File: config.mk
export PLATFORM = sky130hd
export DESIGN_NAME = router_pkt_sink
export DESIGN_NICKNAME = d
export VERILOG_FILES = /design/src/rtl/router_pkg.sv /design/src/rtl/router_parity_acc.sv /design/src/rtl/router_pkt_sink.sv
export SDC_FILE = /design/constraint.sdc
export NUM_CORES = 1
export LEC_CHECK = 0
export ABC_AREA = 1
export CAP_MARGIN = 40
export CORE_ASPECT_RATIO = 0.6
export CORE_UTILIZATION = 50
export DETAILED_ROUTE_END_ITERATION = 6
export DONT_BUFFER_PORTS = 1
export MAX_ROUTING_LAYER = met4
export PLACE_DENSITY_LB_ADDON = 0.08
export SLEW_MARGIN = 20
export SYNTH_ARGS = -nofsm -noshare
export SYNTH_HDL_FRONTEND = slang
export SYNTH_SLANG_ARGS = --single-unit
File: constraint.sdc
create_clock -name clock -period 3 [get_ports clock]
set_clock_uncertainty 0.1 [all_clocks]
set_input_delay 0.9 -clock clock [delete_from_list [all_inputs] [get_ports clock]]
set_output_delay 0.9 -clock clock [all_outputs]
set_load 0.02 [all_outputs]
File: src/rtl/router_pkg.sv
// Shared definitions for the router packet protocol: header field layout,
// payload limits and the packet sink FSM encoding.
package router_pkg;

    localparam int LEN_MSB     = 7;
    localparam int LEN_LSB     = 2;
    localparam int ADDR_MSB    = 1;
    localparam int ADDR_LSB    = 0;
    localparam int MAX_PAYLOAD = 63;

    // Wide enough to hold MAX_PAYLOAD + 1 (payload plus parity byte).
    localparam int ISSUE_W = $clog2(MAX_PAYLOAD + 2);

    localparam logic [1:0] ST_IDLE = 2'd0;
    localparam logic [1:0] ST_WAIT = 2'd1;
    localparam logic [1:0] ST_HDR  = 2'd2;
    localparam logic [1:0] ST_BODY = 2'd3;

    function automatic logic [5:0] hdr_len(input logic [7:0] hdr);
        return hdr[LEN_MSB:LEN_LSB];
    endfunction

endpackage

File: src/rtl/router_parity_acc.sv
// 8-bit XOR accumulator: load seeds the running value, accum folds in a byte,
// mismatch compares the running value against the presented byte.
module router_parity_acc (
    input  logic       clock,
    input  logic       reset,
    input  logic       load,
    input  logic       accum,
    input  logic [7:0] din,
    output logic [7:0] acc,
    output logic       mismatch
);

    logic [7:0] acc_reg;

    always_ff @(posedge clock) begin
        if (reset) begin
            acc_reg <= 8'h00;
        end else if (load) begin
            acc_reg <= din;
        end else if (accum) begin
            acc_reg <= acc_reg ^ din;
        end
    end

    assign acc      = acc_reg;
    assign mismatch = (acc_reg != din);

endmodule

File: src/rtl/router_pkt_sink.sv
// Consumer for one router output port: reads header/payload/parity frames from
// the port FIFO, streams payload bytes and reports per-packet status.
module router_pkt_sink
    import router_pkg::*;
#(
    parameter int PORT_ID     = 2,
    parameter int START_DELAY = 0,
    parameter int CNT_W       = 16
) (
    input  logic             clock,
    input  logic             reset,
    input  logic             enable,
    input  logic             valid_out,
    input  logic [7:0]       data_out,
    output logic             read_enb,
    output logic [7:0]       byte_data,
    output logic             byte_valid,
    output logic             pkt_done,
    output logic [5:0]       pkt_len,
    output logic             pkt_parity_err,
    output logic             pkt_addr_err,
    output logic [CNT_W-1:0] pkt_count,
    output logic [CNT_W-1:0] err_count
);

    logic [1:0]         state_reg;
    logic [1:0]         state_next;
    logic [4:0]         dly_cnt_reg;
    logic               hdr_issued_reg;
    logic [ISSUE_W-1:0] issued_reg;
    logic [ISSUE_W-1:0] remaining_reg;
    logic [ISSUE_W-1:0] captured_reg;
    logic [ISSUE_W-1:0] captured_inc;
    logic               rd_q_reg;
    logic               addr_err_q_reg;
    logic [5:0]         len_q_reg;

    logic [7:0]         byte_data_reg;
    logic               byte_valid_reg;
    logic               pkt_done_reg;
    logic [5:0]         pkt_len_reg;
    logic               parity_err_reg;
    logic               addr_err_reg;
    logic [CNT_W-1:0]   pkt_count_reg;
    logic [CNT_W-1:0]   err_count_reg;

    logic               hdr_cap;
    logic               body_cap;
    logic               last_cap;
    logic               parity_mismatch;
    logic [7:0]         acc_value;

    assign hdr_cap      = rd_q_reg && (state_reg == ST_HDR);
    assign body_cap     = rd_q_reg && (state_reg == ST_BODY);
    assign captured_inc = captured_reg + 1'b1;
    assign last_cap     = body_cap && (captured_inc == remaining_reg);

    // Combinational on valid_out so a FIFO going empty stops reads in the same cycle.
    always_comb begin
        read_enb = 1'b0;
        if (state_reg == ST_HDR) begin
            read_enb = valid_out && !hdr_issued_reg;
        end else if (state_reg == ST_BODY) begin
            read_enb = valid_out && (issued_reg < remaining_reg);
        end
    end

    always_comb begin
        state_next = state_reg;
        case (state_reg)
            ST_IDLE: begin
                if (valid_out && enable) begin
                    state_next = (START_DELAY > 0) ? ST_WAIT : ST_HDR;
                end
            end
            ST_WAIT: begin
                if (dly_cnt_reg == 5'(START_DELAY)) begin
                    state_next = ST_HDR;
                end
            end
            ST_HDR: begin
                if (hdr_cap) begin
                    state_next = ST_BODY;
                end
            end
            default: begin
                if (last_cap) begin
                    state_next = ST_IDLE;
                end
            end
        endcase
    end

    router_parity_acc u_parity (
        .clock    (clock),
        .reset    (reset),
        .load     (hdr_cap),
        .accum    (body_cap && !last_cap),
        .din      (data_out),
        .acc      (acc_value),
        .mismatch (parity_mismatch)
    );

    always_ff @(posedge clock) begin
        if (reset) begin
            state_reg      <= ST_IDLE;
            dly_cnt_reg    <= 5'd0;
            hdr_issued_reg <= 1'b0;
            issued_reg     <= '0;
            remaining_reg  <= '0;
            captured_reg   <= '0;
            rd_q_reg       <= 1'b0;
            addr_err_q_reg <= 1'b0;
            len_q_reg      <= 6'd0;
            byte_data_reg  <= 8'h00;
            byte_valid_reg <= 1'b0;
            pkt_done_reg   <= 1'b0;
            pkt_len_reg    <= 6'd0;
            parity_err_reg <= 1'b0;
            addr_err_reg   <= 1'b0;
            pkt_count_reg  <= '0;
            err_count_reg  <= '0;
        end else begin
            state_reg      <= state_next;
            rd_q_reg       <= read_enb;
            byte_valid_reg <= 1'b0;
            pkt_done_reg   <= 1'b0;

            if (state_reg == ST_IDLE) begin
                dly_cnt_reg    <= 5'd1;
                hdr_issued_reg <= 1'b0;
            end else if (state_reg == ST_WAIT) begin
                dly_cnt_reg <= dly_cnt_reg + 5'd1;
            end

            if ((state_reg == ST_HDR) && read_enb) begin
                hdr_issued_reg <= 1'b1;
            end

            if (hdr_cap) begin
                issued_reg     <= '0;
                captured_reg   <= '0;
                remaining_reg  <= ISSUE_W'(hdr_len(data_out)) + 1'b1;
                len_q_reg      <= hdr_len(data_out);
                addr_err_q_reg <= (data_out[ADDR_MSB:ADDR_LSB] != 2'(PORT_ID));
            end

            if ((state_reg == ST_BODY) && read_enb) begin
                issued_reg <= issued_reg + 1'b1;
            end

            if (body_cap) begin
                captured_reg <= captured_inc;
                if (!last_cap) begin
                    byte_data_reg  <= data_out;
                    byte_valid_reg <= 1'b1;
                end
            end

            // The final capture is the parity byte: acc_value holds header ^ payload.
            if (last_cap) begin
                pkt_done_reg   <= 1'b1;
                pkt_len_reg    <= len_q_reg;
                parity_err_reg <= parity_mismatch;
                addr_err_reg   <= addr_err_q_reg;
                if (pkt_count_reg != '1) begin
                    pkt_count_reg <= pkt_count_reg + 1'b1;
                end
                if ((parity_mismatch || addr_err_q_reg) && (err_count_reg != '1)) begin
                    err_count_reg <= err_count_reg + 1'b1;
                end
            end
        end
    end

    assign byte_data      = byte_data_reg;
    assign byte_valid     = byte_valid_reg;
    assign pkt_done       = pkt_done_reg;
    assign pkt_len        = pkt_len_reg;
    assign pkt_parity_err = parity_err_reg;
    assign pkt_addr_err   = addr_err_reg;
    assign pkt_count      = pkt_count_reg;
    assign err_count      = err_count_reg;

    logic unused_acc;
    assign unused_acc = ^acc_value;

endmodule

### Cell outlines without signal wires

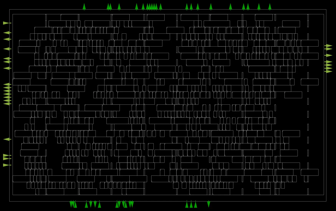
Finished Layout Cells: 880
flip-flops: 95
Tap Cells: 135
Core ar.: 9980 um2

### Sequential cells grouped by signal name

(6 px per um)
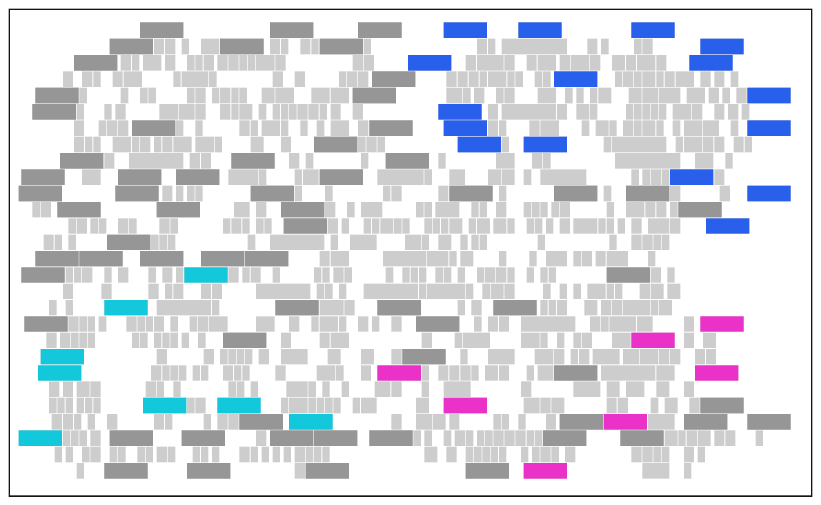
[cyan] `u_parity.acc` | sequential cells: 8 | where: lower left
[blue] `pkt_count` | sequential cells: 16
[magenta] `issued_reg` | sequential cells: 7

### Wiring by layer

(4 px per um) Two of the layers only.
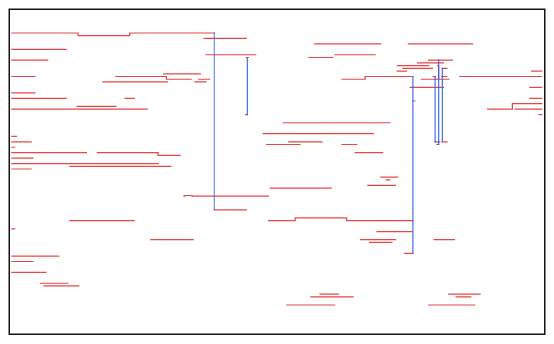
[blue] M4 | wire length: 158 um
[red] M3 | wire length: 835 um

==> flow_summary.json <==
{
  "cts_root_buffer": "clkbuf_16",
  "fp-utilization_pct": 51.9,
  "ctsHoldBuffers": 0,
  "grt_pass1_wl_mm": 21.5,
  "ys_warn_count": 0,
  "rrSetupSlack_ns": 0.55,
  "crit_top_cell": "a21oi_1",
  "status": "finished, final reports clean",
  "num_rows": 28,
  "top_area_share_pct": 36.7,
  "r2r_start": "captured_reg[0]",
  "switching_power_uw": 674,
  "rsz0062_at_grt": "false",
  "cp_num_cells": 7,
  "r2r_cells": 12,
  "synthTopLogicFamily": "simple AND/OR/NAND/NOR gates",
  "grt_use_total_pct": 25.9,
  "fa_ha_area_share_pct": 3.14,
  "yosys.area.top_type": "dfxtp_1",
  "yosys-top-cells-count": "167 x nand2_1, 95 x dfxtp_1, 78 x a21oi_1, 78 x nand3_1, 74 x inv_1",
  "seqPwrFrac_pct": 47.0,
  "totalWireLength_mm": 12.8,
  "finalSetupViolCount": 0
}
### Wiring heat map

(4 px per um) The die is cut into 27 by 16 equal tiles; dark blue is low, red is high, scaled to the fullest tile. Values are wire area over tile area, all layers added.
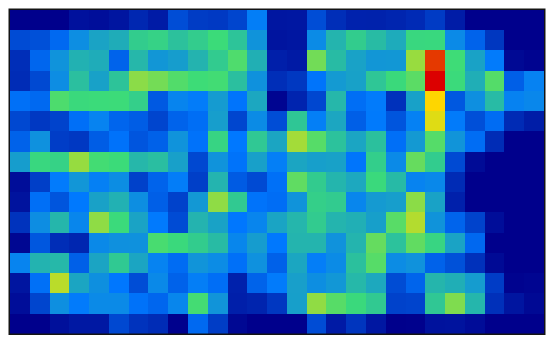
fullest tile: 0.72
nearly empty tiles: 11%
densest ninth of the die: center
mean over tiles: 0.19
tiles over half the peak: 8.6%

### Nets reached from selected ports

(4 px per um)
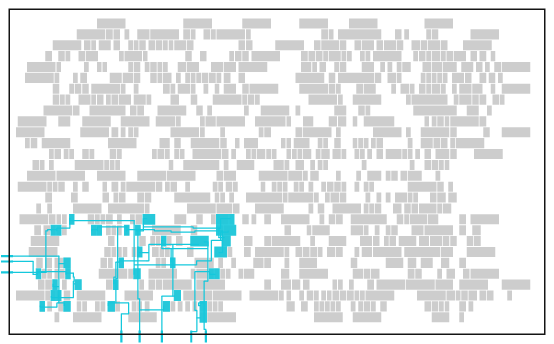
[cyan] `data_out` | bits: 8 | direction: input | edge: 5 bottom, 3 left | end cells: 37 | buffers: 0 | wire: 430 um

[layout make-up]
cell class | count | share of cell area (%)
clock buffers | 10 | 4.25
well taps | 135 | 3.00
clock inverters | 6 | 1.62
flip-flops and latches | 95 | 33.8
repair buffers | 10 | 1.34
inverters | 78 | 5.21
multi-input cells | 546 | 50.7
[cells in the final DEF (no fill, tap or decap), types with 9 or more instances in the layout]
cell,netlist,layout
xnor2_1,11,11
ha_1,13,13
nand3_1,78,78
dfxtp_1,95,95
o21ai_0,29,29
nor2_1,70,70
inv_1,74,74
nand2_1,167,167
clkbuf_16,0,9
xor2_1,27,27
a21oi_1,78,78
nand4_1,14,14
buf_4,1,10
[kinds of logic after synthesis]
group	Yosys count
adders and majority gates	13
xor gates and xnor gates	38
buffers and inverters	104
and+or+nand+nor	374
DFF	95
AOI/OAI and AO/OA	121
[routing by layer]
metal | track usage [%] | part of all wire (%)
met4 | 7.39 | 1.2
met1 | 36.4 | 51
met2 | 36.6 | 41
met5 | - | 0
met3 | 5.93 | 6.5
[per-stage QoR]
step                      total power [mW]  worst slack, ns  std cells  utilization [%]  instance area [um2]
final                                 2.79            0.172        880             56.3                 5620
after global routing                  2.89           0.0150        880             56.3                 5620
after CTS                             2.80            0.179        880             56.3                 5620
after detailed placement              1.54            0.541        864             53.0                 5290
after global placement                1.53            0.559        864             53.0                 5290
after floorplan                       1.50            0.336        745                -                 5190
[power by group through the flow]
| stage | Clock [mW] | Sequential (mW) | Combinational [mW] |
|---|---|---|---|
| floorplan | 0 | 1.33 | 0.170 |
| global placement | 0 | 1.34 | 0.197 |
| detailed placement | 0 | 1.34 | 0.205 |
| CTS | 1.29 | 1.31 | 0.205 |
| global route | 1.34 | 1.31 | 0.239 |
| finish | 1.27 | 1.31 | 0.208 |
No activity file was given, so power comes from the tool's default toggle rates.
